### Metal layers overlaid, run 1

Scale bar: 50 µm.
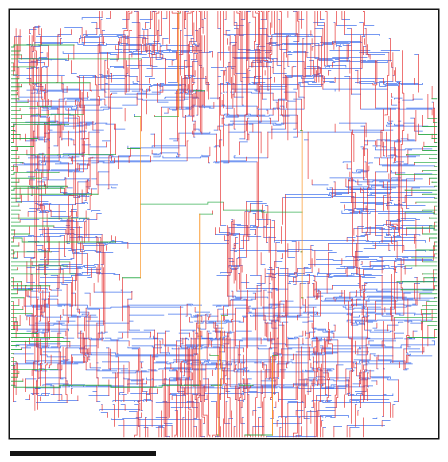
### Placement view, run 1

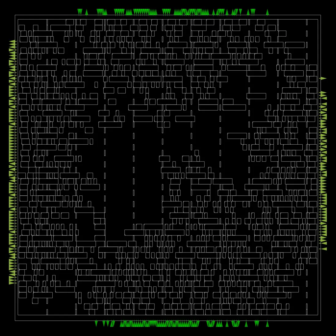
### Cell classes on the final placement, run 1

Scale bar: 50 µm. Fill, decap, tap and diode cells in gray.
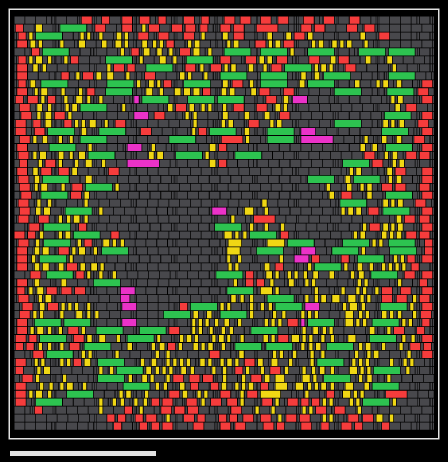
[src/rtl/dmem_arbiter_pkg.sv]
// Shared data-memory controller definitions.
// Holds the arbiter/sequencer state encoding, requester port ids,
// the default size of the valid byte-address space and the width
// of the wait-state counter.
package dmem_arbiter_pkg;

    typedef enum logic [1:0] {
        S_IDLE   = 2'd0,
        S_ACCESS = 2'd1,
        S_RESP   = 2'd2
    } state_t;

    // Port 0 is the CPU load/store stage, port 1 the debug/DMA loader.
    typedef enum logic {
        PORT0 = 1'b0,
        PORT1 = 1'b1
    } port_t;

    localparam int unsigned MEM_BYTES_DEF = 256;
    localparam int unsigned WAIT_W        = 3;

endpackage

[src/rtl/dmem_arbiter_rr_arb2.sv]
// Two-way round-robin grant logic (purely combinational).
// Ports:
//   req0, req1  : pending requests
//   ptr         : port that wins when both request
//   gnt_id      : granted port (meaningful when gnt_valid)
//   gnt_valid   : at least one request pending
module rr_arb2
    import dmem_arbiter_pkg::*;
(
    input  logic  req0,
    input  logic  req1,
    input  port_t ptr,
    output port_t gnt_id,
    output logic  gnt_valid
);

    always_comb begin
        gnt_valid = req0 | req1;
        if (req0 && req1) begin
            gnt_id = ptr;
        end else if (req1) begin
            gnt_id = PORT1;
        end else begin
            gnt_id = PORT0;
        end
    end

endmodule

[src/rtl/dmem_arbiter.sv]
// Data-memory arbiter/sequencer: shares one single-port data memory
// between the CPU load/store stage (port 0) and the debug/DMA loader
// (port 1). Round-robin, one transaction in flight, req/ack per port.
// Ports:
//   clk, reset              : clock, async active-high reset
//   req*/we*/addr*/wdata*   : requester side, held until ack
//   ack0, ack1              : one-cycle completion pulse
//   err                     : with ack, misaligned or out-of-range access
//   rdata                   : registered read data, valid with ack
//   mem_address, mem_data_input, mem_MemRead, mem_MemWrite : to memory
//   mem_data_Out            : combinational read data from memory
module dmem_arbiter
    import dmem_arbiter_pkg::*;
#(
    parameter int unsigned ADDR_W      = 32,
    parameter int unsigned DATA_W      = 32,
    parameter int unsigned MEM_BYTES   = MEM_BYTES_DEF,
    parameter int unsigned WAIT_STATES = 0
) (
    input  logic              clk,
    input  logic              reset,
    input  logic              req0,
    input  logic              req1,
    input  logic              we0,
    input  logic              we1,
    input  logic [ADDR_W-1:0] addr0,
    input  logic [ADDR_W-1:0] addr1,
    input  logic [DATA_W-1:0] wdata0,
    input  logic [DATA_W-1:0] wdata1,
    output logic              ack0,
    output logic              ack1,
    output logic              err,
    output logic [DATA_W-1:0] rdata,
    output logic [ADDR_W-1:0] mem_address,
    output logic [DATA_W-1:0] mem_data_input,
    output logic              mem_MemRead,
    output logic              mem_MemWrite,
    input  logic [DATA_W-1:0] mem_data_Out
);

    state_t              state, state_nxt;
    port_t               ptr;
    port_t               arb_id;
    logic                arb_valid;
    port_t               gnt_q;
    logic                we_q;
    logic                err_q;
    logic [ADDR_W-1:0]   addr_q;
    logic [DATA_W-1:0]   wdata_q;
    logic [WAIT_W-1:0]   wcnt;

    logic                sel_we;
    logic [ADDR_W-1:0]   sel_addr;
    logic [DATA_W-1:0]   sel_wdata;
    logic                bad_addr;

    rr_arb2 u_arb (
        .req0      (req0),
        .req1      (req1),
        .ptr       (ptr),
        .gnt_id    (arb_id),
        .gnt_valid (arb_valid)
    );

    // Request fields of whichever port the arbiter would grant now.
    always_comb begin
        if (arb_id == PORT1) begin
            sel_we    = we1;
            sel_addr  = addr1;
            sel_wdata = wdata1;
        end else begin
            sel_we    = we0;
            sel_addr  = addr0;
            sel_wdata = wdata0;
        end
        bad_addr = (sel_addr[1:0] != 2'b00) || (sel_addr >= ADDR_W'(MEM_BYTES));
    end

    // State register
    always_ff @(posedge clk or posedge reset) begin
        if (reset) begin
            state <= S_IDLE;
        end else begin
            state <= state_nxt;
        end
    end

    // Next-state logic; errors skip the memory access entirely.
    always_comb begin
        state_nxt = state;
        unique case (state)
            S_IDLE:   if (arb_valid) state_nxt = bad_addr ? S_RESP : S_ACCESS;
            S_ACCESS: if (wcnt == '0) state_nxt = S_RESP;
            S_RESP:   state_nxt = S_IDLE;
            default:  state_nxt = S_IDLE;
        endcase
    end

    // Latched transaction, wait counter, read capture and priority pointer.
    always_ff @(posedge clk or posedge reset) begin
        if (reset) begin
            ptr     <= PORT0;
            gnt_q   <= PORT0;
            we_q    <= 1'b0;
            err_q   <= 1'b0;
            addr_q  <= '0;
            wdata_q <= '0;
            wcnt    <= '0;
            rdata   <= '0;
        end else begin
            unique case (state)
                S_IDLE: begin
                    if (arb_valid) begin
                        gnt_q   <= arb_id;
                        we_q    <= sel_we;
                        err_q   <= bad_addr;
                        addr_q  <= sel_addr;
                        wdata_q <= sel_wdata;
                        wcnt    <= WAIT_W'(WAIT_STATES);
                        rdata   <= '0;
                    end
                end
                S_ACCESS: begin
                    if (wcnt != '0) begin
                        wcnt <= wcnt - 1'b1;
                    end else if (!we_q) begin
                        rdata <= mem_data_Out;
                    end
                end
                S_RESP: begin
                    ptr <= (gnt_q == PORT0) ? PORT1 : PORT0;
                end
                default: ;
            endcase
        end
    end

    // Outputs decoded from state and latched transaction only.
    always_comb begin
        ack0           = (state == S_RESP) && (gnt_q == PORT0);
        ack1           = (state == S_RESP) && (gnt_q == PORT1);
        err            = (state == S_RESP) && err_q;
        mem_MemRead    = (state == S_ACCESS) && !we_q;
        mem_MemWrite   = (state == S_ACCESS) && we_q;
        mem_address    = (state == S_ACCESS) ? addr_q  : '0;
        mem_data_input = (state == S_ACCESS) ? wdata_q : '0;
    end

endmodule

[config.mk]
export PLATFORM = sky130hd
export DESIGN_NAME = dmem_arbiter
export DESIGN_NICKNAME = d
export VERILOG_FILES = /design/src/rtl/dmem_arbiter_pkg.sv /design/src/rtl/dmem_arbiter_rr_arb2.sv /design/src/rtl/dmem_arbiter.sv
export SDC_FILE = /design/constraint.sdc
export NUM_CORES = 1
export LEC_CHECK = 0
export ABC_AREA = 1
export CELL_PAD_IN_SITES_DETAIL_PLACEMENT = 1
export CELL_PAD_IN_SITES_GLOBAL_PLACEMENT = 1
export CORE_MARGIN = 1
export CORE_UTILIZATION = 26
export CTS_BUF_LIST = sky130_fd_sc_hd__clkbuf_8
export CTS_CLUSTER_DIAMETER = 100
export CTS_CLUSTER_SIZE = 10
export DETAILED_ROUTE_END_ITERATION = 12
export PLACE_DENSITY = 0.76
export SLEW_MARGIN = 15
export SYNTH_ARGS = -nofsm -noshare
export SYNTH_HDL_FRONTEND = slang
export SYNTH_SLANG_ARGS = --single-unit
[constraint.sdc]
create_clock -name clk -period 3.45 [get_ports clk]
set_input_delay 0.5175 -clock clk [delete_from_list [all_inputs] [get_ports clk]]
set_output_delay 0.5175 -clock clk [all_outputs]
set_load 0.1 [all_outputs]
==> metrics.csv, run 1 <==
stage,metric,value,unit
outcome,status,"finished, final reports clean",
sta,rsz0062_at_grt,false,
floorplan,fp.dieH,146,µm
pwr,swShare,30.3,%
global_route,grtUsageMet1,20.6,%
pwr,p_per_area,376,nW/µm²
placed_design,placed_area,8110,µm²
pwr,leakagePower,4.10,nW
critical_path,crit_start,state[1]$_DFFE_PP0P_,
synth,top_area_share,48.6,%
synth,fp_nets,886,
global_route,grt_pass1_wl,30000,µm
synth,top_area_cell,dfrtp_1,
critical_path,cp_num_cells,4,
clock_tree,clockBufferDepth,2,
global_route,grt_pass1_vias,5916,
critical_path,regToRegEndpoint,rdata[23]$_DFFE_PP0P_,
critical_path,reg2reg_slack,1.29,ns
final_layout,final_layout_size_suffix_gt1_share,11.2,%
sta,max_freq,0.371,GHz
synth,synth-async-reset-ratio,100,%
placed_design,dpl_worst_slack,0.706,ns
synth,ff_type,dfrtp_1,
final_layout,area_share_nonclk_buffers,31.5,%
routing,drt_iter0_drc,123,
hold_path,min_to,rdata[16]$_DFFE_PP0P_,
synth,yosys_warnings,0,
final_layout,largest_cell_class,sequential cells,
critical_path,critical_path.slowest_cell,or2_2,
floorplan,dieArea,21400,µm²
clock_tree,cts_tree,done,
global_route,gr-total-overflow,0,
final_layout,logic_gates,470,
routing,dr.max_layer_used,met4,
synth,yosys_cells,718,
synth,synthTopCellsByArea,"dfrtp_1 (49%), nand2_1 (10%), nor2_1 (8.3%)",
final_layout,area_growth,54.0,%
pwr,p_int,2.18,mW
critical_path,crit_type,reg -> out,
synth,fa_ha_area_share,0.463,%
clock_tree,clock_sinks,105,
pwr,p_clk,878,µW
sta,finalSetupTns,0,ns
pwr,power-top-group,registers,
final_layout,ff_count,105,
synth,seq_area_frac_synth,48.6,%
floorplan,fp_util,26.7,%
placed_design,portBuffers,266,
global_route,antenna_found_initial,0,
routing,via_per_inst,4.51,
clock_tree,postCtsHoldBufs,0,
global_route,grt_start_max_net_pins,66,
pwr,p_switching,950,µW
sta,finalCritPeriodShare,78.2,%
pwr,p_clk_share,28.0,%
critical_path,cpPeakStageDelay,0.54,ns
final_layout,diodes,0,
critical_path,worstSetupStartpointType,flip-flop,
routing,vias,5554,
final_layout,most-common-layout-cells,"clkdlybuf4s50_1 (197), nand2_1 (146), nor2_1 (120)",
sta,whs,0.488,ns
sta,relSlewSlack,32.3,%
synth,ys_sh_xor,0.162,%
global_route,use_met2,31.1,%
clock_tree,h-tree-depth,3,
clock_tree,cts_setup_buffers,0,
critical_path,cpLargestDelayFamily,simple AND/OR/NAND/NOR gates,
synth,synth_area,5410,µm²
floorplan,fp.dieW,146,µm
critical_path,cp-endpoint,mem_data_input[6],
synth,avgSynthCellArea,7.54,µm²
clock_tree,cts_buffers,9,
pwr,powerSeq,1.47,mW
critical_path,reg2reg_depth,7,
Notes on 'Metal layers overlaid' above:
color	layer	wire length
orange	metal 4	284 µm
red	metal 2	9270 µm
green	metal 3	1140 µm
blue	metal 1	7780 µm
gr usage total: 17.6%
routed len/inst: 15.0 µm

Notes on 'Placement view' above:
# Taps: 270
Core Region: 20300 µm²
post-route insts no fill: 1231
Seq area share: 31.5%

Notes on 'Cell classes on the final placement' above:
color	class	cells
green	flops	105
yellow	combinational and other logic	563
red	other buffers and delay cells	277
magenta	clock drivers and dummy loads	16
Layout Utilization: 41.1%
Rows: 52
final instance area: 8330 µm²

==> inputs of run 2 (changes only) <==
==> constraint.sdc (replaced) <==
create_clock -name clk -period 2.2 [get_ports clk]
set_input_delay 0.33 -clock clk [delete_from_list [all_inputs] [get_ports clk]]
set_output_delay 0.33 -clock clk [all_outputs]
set_load 0.1 [all_outputs]
### Placement view, run 2

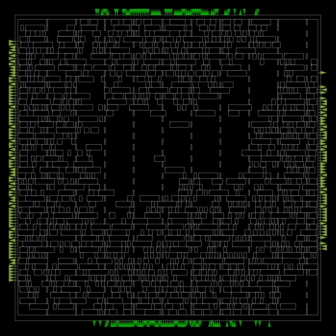
seq_cells: 105
Seq area share: 28.3%
Layout Utilization: 45.8%
Fill cells: 2389

### Signal wires on met4, run 2

Scale bar: 50 µm.
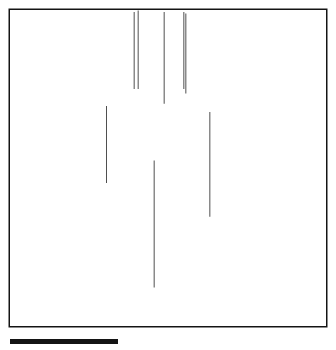
share of all routed wire	1.7%
main direction	vertical
wire length on this layer	328 µm
DRT Wirelength: 19100 µm
Via Count: 5657

==> run 2 against run 1 <==
Effect of this change: first-iteration DRC count rose by 34%; clock power rose by about 50%; critical path depth rose by 1; clock skew rose by 0.0014 ns; total power rose by 58%; area after synthesis did not move; sequential share of layout area fell by 3.3 points; core utilization rose by 4.7 points; flip-flop count did not move; sequential power rose by 56%; die area did not move; critical path type unchanged; highest routed layer unchanged.
==> metrics.csv, run 2 <==
stage,metric,value,unit,change
pwr,p_clk,1.32,mW,+50%
synth,synth_cell_types,29,,
sta,worst_slack,0.0731,ns,
critical_path,crit_start,state[0]$_DFFE_PP0P_,,
clock_tree,cts_buffers,9,,unchanged
clock_tree,clockBufferDepth,2,,unchanged
critical_path,path_cells,"inv_2, or2_2, buf_6, nor2_1, buf_12",,
critical_path,cp_num_cells,5,,+1
critical_path,worstSetupStartpointType,flip-flop,,
routing,via_per_inst,4.55,,+0.95%
synth,fp_nets,886,,unchanged
sta,finalSetupTns,0,ns,unchanged
routing,avgRoutedWirePerCell,15.4,µm,+2.4%
global_route,grt_pass1_wl,31200,µm,+4.1%
final_layout,most-common-layout-cells,"clkdlybuf4s50_1 (165), nand2_1 (146), dfrtp_1 (105)",,
synth,synth_flops,105,,
routing,dr.max_layer_used,met4,,
final_layout,fin_nets,1135,,
placed_design,portBuffers,266,,unchanged
routing,wl_met1,7680,µm,
sta,final-hold-violation-count,0,,
critical_path,crit_type,reg -> out,,
sta,finalCritPeriodShare,96.7,%,
floorplan,fp_util,26.7,%,unchanged
clock_tree,clk_pin_slew,0.11,ns,
clock_tree,cts_tree,done,,
critical_path,cpLargestDelayFamily,simple AND/OR/NAND/NOR gates,,
pwr,p_clk_share,26.8,%,-1.2 points
floorplan,coreArea,20300,µm²,unchanged
critical_path,critical_path.slowest_cell,dfrtp_1,,
clock_tree,h-tree-depth,3,,unchanged
global_route,antenna_found_initial,0,,unchanged
sta,whs,0.213,ns,-0.276 ns
final_layout,diodes,0,,unchanged
final_layout,logic_gates,470,,unchanged
global_route,grt_pass1_vias,6039,,+2.1%
clock_tree,cts_setup_buffers,0,,unchanged
pwr,p_switching,1.58,mW,+66%
clock_tree,postCtsHoldBufs,0,,unchanged
synth,yosys_warnings,0,,unchanged
clock_tree,clock_sinks,105,,unchanged
sta,relSlewSlack,62.1,%,+30 points
synth,synth_area,5410,µm²,unchanged
synth,ff_type,dfrtp_1,,
pwr,ir_worst_vdd,0.282,mV,
synth,top_area_share,48.6,%,unchanged
critical_path,regToRegEndpoint,rdata[16]$_DFFE_PP0P_,,
pwr,p_comb_share,26.7,%,
floorplan,dieArea,21400,µm²,unchanged
final_layout,final_layout_top_logic_cell,clkdlybuf4s50_1,,
final_layout,layout.cells.non_filler,1242,,+0.89%
sta,rsz0062_at_grt,true,,
critical_path,cpPeakStageDelay,0.38,ns,-0.16 ns
pwr,leakagePower,4.38,nW,+7.0%
routing,drt_iter0_drc,165,,+34%
final_layout,clk_share,2.29,%,
synth,fa_ha_area_share,0.463,%,unchanged
synth,seq_area_frac_synth,48.6,%,unchanged
pwr,powerSeq,2.30,mW,+56%
floorplan,fp.dieW,146,µm,unchanged
clock_tree,post_cts_resized,6,,
pwr,p_int,3.37,mW,+54%
pwr,swShare,31.9,%,+1.6 points
global_route,grt_start_max_net_pins,55,,-17%
critical_path,reg2reg_slack,0.36,ns,-0.93 ns
outcome,status,"finished, final reports clean",,
routing,first_pass_iters,4,,
final_layout,reg.largest.list,"addr_q x32, rdata x32, wdata_q x32",,
synth,ys_chip_area,5410,µm²,
final_layout,final_layout_size_suffix_gt1_share,19.5,%,+8.3 points
synth,top_area_cell,dfrtp_1,,
critical_path,cp-endpoint,mem_data_input[6],,
placed_design,hpwl,14400,µm,
global_route,groute.usage.overall,18.3,%,+0.71 points
placed_design,dpl_worst_slack,0.0182,ns,-0.687 ns
sta,fin_crit,2.13,ns,
floorplan,rows,52,,unchanged
synth,avgSynthCellArea,7.54,µm²,unchanged
final_layout,n_all_inverters,93,,
floorplan,fp.dieH,146,µm,unchanged
global_route,use_met2,32.2,%,+1.1 points
final_layout,area_growth,71.9,%,
final_layout,n_clock_buffer,11,,
global_route,grtUsageMet1,21.0,%,+0.40 points
synth,yosys_cells,718,,unchanged
floorplan,nWellTaps,270,,unchanged
synth,ys_sh_xor,0.162,%,unchanged
final_layout,combAreaFraction,24.4,%,
run,warnings,30,,
final_layout,area_share_nonclk_buffers,37.6,%,+6.1 points
critical_path,path_max_fanout,38,,
pwr,power-top-group,registers,,
synth,synthTopCellsByArea,"dfrtp_1 (49%), nand2_1 (10%), nor2_1 (8.3%)",,
synth,synth-async-reset-ratio,100,%,unchanged
synth,simple_gate_area_share,25.0,%,
clock_tree,clockRootBuffer,clkbuf_8,,
pwr,p_per_area,532,nW/µm²,+42%
final_layout,fin_area,9300,µm²,+12%
critical_path,reg2reg_depth,7,,unchanged
sta,max_freq,0.470,GHz,
final_layout,largest_cell_class,buffers,,
routing,wl_met3,1420,µm,
global_route,gr-total-overflow,0,,unchanged
placed_design,placed_area,9000,µm²,+11%
==> inputs of run 3 (changes only) <==
--- a/config.mk
+++ b/config.mk
@@ -8,7 +8,7 @@
 export ABC_AREA = 1
 export CELL_PAD_IN_SITES_DETAIL_PLACEMENT = 1
 export CELL_PAD_IN_SITES_GLOBAL_PLACEMENT = 1
-export CORE_MARGIN = 1
+export CORE_MARGIN = 4
 export CORE_UTILIZATION = 26
 export CTS_BUF_LIST = sky130_fd_sc_hd__clkbuf_8
 export CTS_CLUSTER_DIAMETER = 100
### Cell classes on the final placement, run 3

Scale bar: 50 µm. Fill, decap, tap and diode cells in gray.
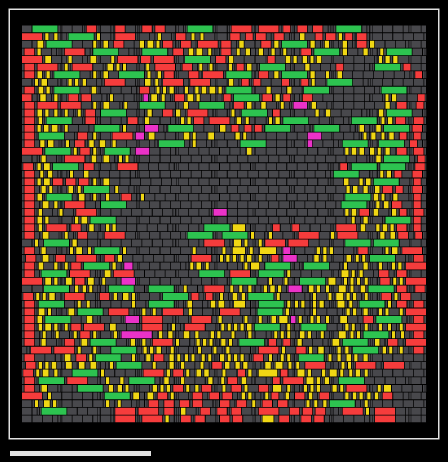
color	class	cells
green	flops	105
red	other buffers and delay cells	287
magenta	clock drivers and dummy loads	16
yellow	combinational and other logic	563
final instance area: 9230 µm²
Core Region: 20400 µm²
Layout Utilization: 45.3%
Seq area share: 28.5%

==> run 3 against run 2 <==
Effect of this change: synthesized cell count stayed put; critical path depth is the same; wire length is 5.6% higher; worst hold slack lost 0.011 ns; largest cell class unchanged.
==> metrics.csv, run 3 <==
stage,metric,value,unit,change
clock_tree,cts_setup_buffers,0,,unchanged
synth,edf_count,0,,
synth,ys_sh_xor,0.162,%,unchanged
sta,finalCritPeriodShare,97.7,%,+1.0 points
placed_design,placed_area,9010,µm²,+0.17%
sta,worst_slack,0.0510,ns,-0.0221 ns
critical_path,crit_type,reg -> out,,
pwr,power-top-group,registers,,
clock_tree,clockRootBuffer,clkbuf_8,,
critical_path,cpPeakStageDelay,0.39,ns,about the same
synth,fp_nets,886,,unchanged
routing,first_pass_iters,4,,unchanged
synth,simple_gate_area_share,25.0,%,unchanged
sta,fin_crit,2.15,ns,+0.0221 ns
pwr,ir_worst_vdd,0.249,mV,-12%
routing,wl_met1,8180,µm,+6.5%
pwr,seq_power_share,47.4,%,
floorplan,fp.dieH,152,µm,+4.1%
synth,avgSynthCellArea,7.54,µm²,unchanged
final_layout,most-common-layout-cells,"clkdlybuf4s50_1 (165), nand2_1 (146), nor2_1 (106)",,
synth,synth_cell_types,29,,unchanged
floorplan,fp.dieW,152,µm,+4.1%
pwr,p_comb_share,27.0,%,+0.3 points
synth,top_area_share,48.6,%,unchanged
critical_path,end_kind,output pin,,
pwr,p_switching,1.56,mW,-1.4%
final_layout,layout.cells.non_filler,1241,,-0.081%
pwr,leakagePower,4.39,nW,about the same
global_route,antenna_found_initial,0,,unchanged
synth,synthTopCellsByArea,"dfrtp_1 (49%), nand2_1 (10%), nor2_1 (8.3%)",,
sta,finalSetupTns,0,ns,unchanged
synth,yosys_cells,718,,unchanged
routing,avgRoutedWirePerCell,16.2,µm,+5.6%
pwr,powerSeq,2.30,mW,about the same
global_route,grt_start_max_net_pins,56,,+1.8%
final_layout,ff_count,105,,unchanged
clock_tree,clk_pin_slew,0.11,ns,about the same
critical_path,cp-endpoint,mem_address[15],,
synth,ys_chip_area,5410,µm²,unchanged
critical_path,reg2reg_slack,0.34,ns,-0.02 ns
pwr,p_clk,1.24,mW,-6%
synth,seq_area_frac_synth,48.6,%,unchanged
critical_path,cp_num_cells,5,,unchanged
synth,top_area_cell,dfrtp_1,,
critical_path,reg2reg_depth,13,,+6
clock_tree,cts_tree,done,,
final_layout,diodes,0,,unchanged
final_layout,area_growth,70.7,%,
routing,wl_met3,1690,µm,+19%
sta,final-hold-violation-count,0,,unchanged
critical_path,path_max_fanout,38,,unchanged
final_layout,final_layout_size_suffix_gt1_share,17.0,%,-2.6 points
sta,max_freq,0.465,GHz,-1.0%
critical_path,critical_path.slowest_cell,dfrtp_1,,
clock_tree,cts_buffers,9,,unchanged
pwr,p_int,3.30,mW,-2.2%
pwr,swShare,32.0,%,+0.17 points
sta,setup_viol_count_final,0,,
final_layout,seq_area,2630,µm²,
run,warnings,29,,-3.3%
clock_tree,clock_sinks,105,,unchanged
critical_path,regToRegEndpoint,err_q$_DFFE_PP0P_,,
synth,synth_area,5410,µm²,unchanged
synth,yosys_warnings,0,,unchanged
final_layout,fin_nets,1134,,-0.088%
global_route,gr-total-overflow,0,,unchanged
floorplan,nWellTaps,270,,unchanged
synth,synth_flops,105,,unchanged
final_layout,n_clock_buffer,9,,-2
routing,dr.max_layer_used,met4,,
clock_tree,postCtsHoldBufs,0,,unchanged
clock_tree,h-tree-depth,3,,unchanged
final_layout,fillers,2387,,-0.084%
critical_path,path_cells,"inv_2, or2_4, buf_12, nor2_1, buf_12",,
pwr,p_per_area,526,nW/µm²,-1.2%
placed_design,hpwl,15500,µm,+7.3%
routing,drt_iter0_drc,191,,+16%
sta,relSlewSlack,58.7,%,-3.4 points
synth,ff_type,dfrtp_1,,
clock_tree,clockBufferDepth,2,,unchanged
routing,via_per_inst,4.53,,-0.45%
clock_tree,post_cts_resized,3,,-3
final_layout,n_all_inverters,93,,unchanged
global_route,grt_pass1_vias,5922,,-1.9%
critical_path,crit_start,state[0]$_DFFE_PP0P_,,
final_layout,final_layout_top_logic_cell,clkdlybuf4s50_1,,
final_layout,combAreaFraction,23.9,%,-0.56 points
final_layout,clk_share,2.10,%,-0.19 points
final_layout,reg.largest.list,"addr_q x32, rdata x32, wdata_q x32",,
critical_path,cpLargestDelayFamily,simple AND/OR/NAND/NOR gates,,
global_route,grt_pass1_wl,31600,µm,+1.3%
floorplan,rows,52,,unchanged
synth,fa_ha_area_share,0.463,%,unchanged
placed_design,gp_congestion,0.790,,
final_layout,logic_gates,470,,unchanged
global_route,groute.usage.overall,16.8,%,-1.5 points
pwr,p_clk_share,25.5,%,-1.3 points
floorplan,fp_util,26.6,%,-0.085 points
placed_design,portBuffers,266,,unchanged
outcome,status,"finished, final reports clean",,
global_route,use_met2,29.3,%,-2.9 points
critical_path,worstSetupStartpointType,flip-flop,,
synth,synth-async-reset-ratio,100,%,unchanged
floorplan,dieArea,23200,µm²,+8.4%
### Signal wires on met4, run 3

Scale bar: 50 µm.
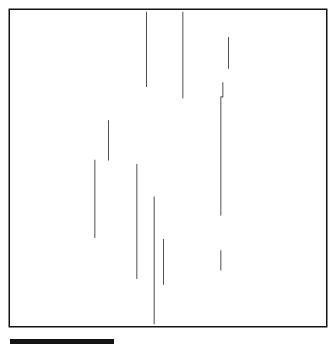
DRT Wirelength: 20200 µm
Via Count: 5627

Power figures rest on the tool's default switching activity, not on a simulated workload.
